## src/rtl/ula_dispatcher.sv

```systemverilog
// Round-robin issue stage for a shared ULA: grants one core at a time, holds its
// operands on the ULA for ALU_LATENCY cycles, then returns result/flags tagged with the core id.
module ula_dispatcher #(
  parameter int unsigned N_CORES     = 2,
  parameter int unsigned ALU_LATENCY = 2
) (
  input  logic                       clk,
  input  logic                       reset,
  input  logic [N_CORES-1:0]         req_valid,
  input  logic [4*N_CORES-1:0]       req_op,
  input  logic [8*N_CORES-1:0]       req_a,
  input  logic [8*N_CORES-1:0]       req_b,
  output logic [N_CORES-1:0]         req_ack,
  output logic [3:0]                 ula_operation,
  output logic [7:0]                 ula_operand1,
  output logic [7:0]                 ula_operand2,
  input  logic [7:0]                 ula_result,
  input  logic [3:0]                 ula_flags,
  input  logic                       ula_ready,
  output logic                       rsp_valid,
  output logic [$clog2(N_CORES)-1:0] rsp_core,
  output logic [7:0]                 rsp_result,
  output logic [3:0]                 rsp_flags,
  output logic                       busy
);

  localparam int unsigned IdW  = $clog2(N_CORES);
  localparam int unsigned CntW = (ALU_LATENCY > 1) ? $clog2(ALU_LATENCY) : 1;
  localparam logic [CntW-1:0] CntMax = CntW'(ALU_LATENCY - 1);

  typedef enum logic [1:0] {StIdle, StExec, StResp} state_e;

  state_e              state_q, state_d;
  logic [IdW-1:0]      ptr_q, ptr_d;
  logic [CntW-1:0]     cnt_q, cnt_d;
  logic [N_CORES-1:0]  ack_q, ack_d;
  logic [3:0]          op_q, op_d;
  logic [7:0]          a_q, a_d;
  logic [7:0]          b_q, b_d;
  logic                rsp_valid_q, rsp_valid_d;
  logic [IdW-1:0]      rsp_core_q, rsp_core_d;
  logic [7:0]          rsp_result_q, rsp_result_d;
  logic [3:0]          rsp_flags_q, rsp_flags_d;
  logic                busy_q, busy_d;

  logic                grant_found;
  logic [IdW-1:0]      grant_id;
  logic [IdW-1:0]      cand;

  // Search starts one past the last winner, so the last winner has lowest priority.
  always_comb begin
    grant_found = 1'b0;
    grant_id    = '0;
    cand        = '0;
    for (int k = 1; k <= int'(N_CORES); k++) begin
      cand = IdW'((int'(ptr_q) + k) % int'(N_CORES));
      if (!grant_found && req_valid[cand]) begin
        grant_found = 1'b1;
        grant_id    = cand;
      end
    end
  end

  always_comb begin
    state_d      = state_q;
    ptr_d        = ptr_q;
    cnt_d        = cnt_q;
    ack_d        = '0;
    op_d         = op_q;
    a_d          = a_q;
    b_d          = b_q;
    rsp_valid_d  = 1'b0;
    rsp_core_d   = rsp_core_q;
    rsp_result_d = rsp_result_q;
    rsp_flags_d  = rsp_flags_q;

    unique case (state_q)
      StIdle: begin
        if (grant_found) begin
          ack_d[grant_id] = 1'b1;
          op_d            = req_op[int'(grant_id)*4 +: 4];
          a_d             = req_a[int'(grant_id)*8 +: 8];
          b_d             = req_b[int'(grant_id)*8 +: 8];
          ptr_d           = grant_id;
          cnt_d           = '0;
          state_d         = StExec;
        end
      end
      StExec: begin
        if (cnt_q == CntMax && ula_ready) begin
          rsp_core_d   = ptr_q;
          rsp_result_d = ula_result;
          rsp_flags_d  = ula_flags;
          // ULA inputs return to zero once the operation has been captured.
          op_d         = '0;
          a_d          = '0;
          b_d          = '0;
          state_d      = StResp;
        end else if (cnt_q != CntMax) begin
          cnt_d = cnt_q + 1'b1;
        end
      end
      StResp: begin
        rsp_valid_d = 1'b1;
        state_d     = StIdle;
      end
      default: state_d = StIdle;
    endcase

    busy_d = (state_d != StIdle);
  end

  always_ff @(posedge clk or negedge reset) begin
    if (!reset) begin
      state_q      <= StIdle;
      ptr_q        <= IdW'(N_CORES - 1);
      cnt_q        <= '0;
      ack_q        <= '0;
      op_q         <= '0;
      a_q          <= '0;
      b_q          <= '0;
      rsp_valid_q  <= 1'b0;
      rsp_core_q   <= '0;
      rsp_result_q <= '0;
      rsp_flags_q  <= '0;
      busy_q       <= 1'b0;
    end else begin
      state_q      <= state_d;
      ptr_q        <= ptr_d;
      cnt_q        <= cnt_d;
      ack_q        <= ack_d;
      op_q         <= op_d;
      a_q          <= a_d;
      b_q          <= b_d;
      rsp_valid_q  <= rsp_valid_d;
      rsp_core_q   <= rsp_core_d;
      rsp_result_q <= rsp_result_d;
      rsp_flags_q  <= rsp_flags_d;
      busy_q       <= busy_d;
    end
  end

  assign req_ack       = ack_q;
  assign ula_operation = op_q;
  assign ula_operand1  = a_q;
  assign ula_operand2  = b_q;
  assign rsp_valid     = rsp_valid_q;
  assign rsp_core      = rsp_core_q;
  assign rsp_result    = rsp_result_q;
  assign rsp_flags     = rsp_flags_q;
  assign busy          = busy_q;

endmodule
```

## config.mk

```make
export PLATFORM = sky130hd
export DESIGN_NAME = ula_dispatcher
export DESIGN_NICKNAME = d
export VERILOG_FILES = /design/src/rtl/ula_dispatcher.sv
export SDC_FILE = /design/constraint.sdc
export NUM_CORES = 1
export LEC_CHECK = 0
export CORE_ASPECT_RATIO = 2
export CORE_MARGIN = 1.5
export CORE_UTILIZATION = 39
export CTS_CLUSTER_SIZE = 16
export DETAILED_ROUTE_END_ITERATION = 8
export HOLD_SLACK_MARGIN = 0.15
export PLACE_DENSITY = 0.8
export RECOVER_POWER = 100
export SLEW_MARGIN = 20
export SYNTH_ARGS = -nofsm -noshare
export SYNTH_HDL_FRONTEND = slang
export SYNTH_SLANG_ARGS = --single-unit
```

## constraint.sdc

```tcl
create_clock -name clk -period 1.8 [get_ports clk]
set_input_delay 0.27 -clock clk [delete_from_list [all_inputs] [get_ports clk]]
set_output_delay 0.27 -clock clk [all_outputs]
set_load 0.01 [all_outputs]
```

congestion_map.png
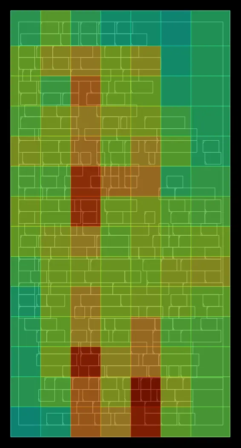
Total GRT Usage: 18.9%
met3 usage: 5.81%
met2 global-route usage: 32.0%
Util after Layout: 65.7%

clock_wires.png
Scale: 4 px per um.
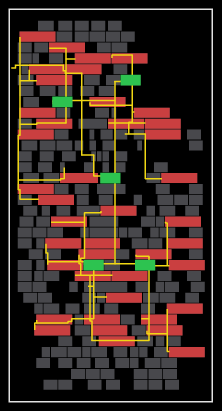
[clock wires] yellow | length: 488 um
[clock-net drivers] green | count: 5
[flip-flops] red | count: 41
flops lie	widely spread

closeup.png
Window x 28 to 48, y 14 to 34 um. Cells in grey, sequential cells in the stronger grey; small squares are vias.
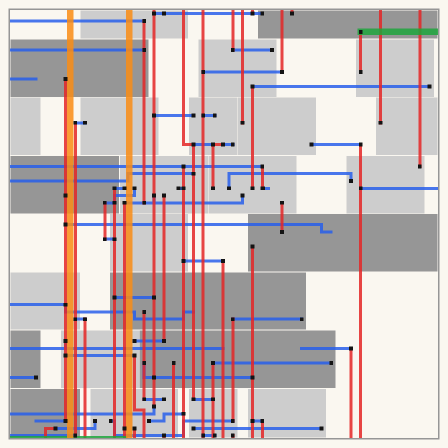
layer	colour
M1	blue
M2	red
M3	green
M4	orange
most frequent	clkdlybuf4s50_1 (6), dfrtp_1 (5), dlygate4sd3_1 (4)
sequential cells in the window	5
netlist names of flops here include	`ula_operand2` (3), `ula_operation` (2)
cells with their middle in the window	20

==> out/metrics.cfg <==
[clocking]
htree_num_levels = 2
clkTransAtPathRegs_ns = 0.08
cts_max_path_buffers = 2
cts_setup_buffers = 0
clock_sinks = 41
cts_root_buffer = clkbuf_8
ctsResizeCount = 0
cts_tree = built

[power]
intPower_mw = 2.93
powerComb_mw = 1.95
pg_clk_mw = 0.730
p_seq_share_pct = 36.9
p_clk_share_pct = 17.2
p_leak_nw = 1.32
seq_cell_power_mw = 1.57
finalPower_mw = 4.25
p_switching_mw = 1.32

[setup_path]
cpMaxStageDelayCell = dlygate4sd3_1
critPathCaptureType = output port
crit_chain = dlygate4sd3_1
r2r_slack_ns = 0.32
crit_fanout = 2
crit_path_start_kind = flip-flop

[routing]
avgRoutedWirePerCell_um = 16.1
drt_drc_violations_left = 0
vias_per_cell = 5.22
drt_iter0_markers = 37

[timing]
fin_setup_tns_ns = 0
rsz0062_at_grt = false
relSlewSlack_pct = 33.3
setup_viol = 0
setup_ws_ns = 0.222

[flow_run]
drv_cap = 0

[place]
gp_congestion = 0.816
placed_cell_area_um2 = 2760

[synth]
ys_chip_area_um2 = 1750
synth.logic.top_family = AND-OR/OR-AND gates
synth-simple-area-share_pct = 11.7
numSynthFlops = 41

[layout]
regArea_um2 = 1030
n_fill_cell = 365

[status]
status = finished, final reports clean

[die]
fp-row-count = 34

[min_path]
hp-start = rsp_result[7]

[global_routing]
grt_overflow = 0
antenna_found_initial = 0

## final cells by class
class	instances	area share (%)
flip-flops and latches	41	36.0
clock inverters	2	1.36
inverters	2	0.263
well taps	54	2.37
multi-input cells	68	21.3
clock buffers	6	2.54
repair buffers	101	36.2
## cell usage after synthesis
master,number
a21oi_4,1
a221o_1,1
a221o_2,19
a311oi_1,1
and2_1,1
and2b_1,1
and3_1,20
buf_2,1
buf_6,6
clkbuf_1,4
dfrtp_1,40
dfstp_2,1
inv_1,2
mux2_2,13
mux2i_1,1
nand2b_1,1
nand4b_4,1
nor2_1,2
nor3_1,1
nor3b_2,1
o21ai_0,2
o31a_1,1
or3b_4,1
## final timing paths
| path | endpoint | cells after the start |
|---|---|---|
| worst max-delay path | ula_operation[1] | 1 |
| worst min-delay path | rsp_result[7] | 1 |
| worst max register to register | ula_operand2[4] | 4 |
| worst min register to register | rsp_result[7] | 1 |
| max in group asynchronous | rsp_result[4] | 3 |
| min in group asynchronous | rsp_flags[3] | 3 |
## metal layers
| metal | vias up | share of wire (%) | global-route usage, % |
|---|---|---|---|
| met2 | 64 | 54 | 32.0 |
| met4 | 0 | 3.7 | 10.2 |
| met3 | 12 | 6.6 | 5.81 |
| met5 | - | 0 | 0 |
| li1 | 658 | - | - |
| met1 | 695 | 36 | 20.5 |
## metrics by stage
step	hold WS (ns)	std cells	util [%]
final	0.503	274	65.7
after global routing	0.521	274	65.7
after CTS	0.512	274	66.4
after global placement	0.359	265	63.6
after detailed placement	0.365	265	63.6
after floorplan	-0.0256	122	-
## flip-flops by register name (all words and copies together), names as in the netlist
register       count
busy               1
cnt_q              1
ptr_q              1
req_ack            2
rsp_core           1
rsp_flags          4
rsp_result         8
rsp_valid          1
state_q            2
ula_operand1       8
ula_operand2       8
ula_operation      4
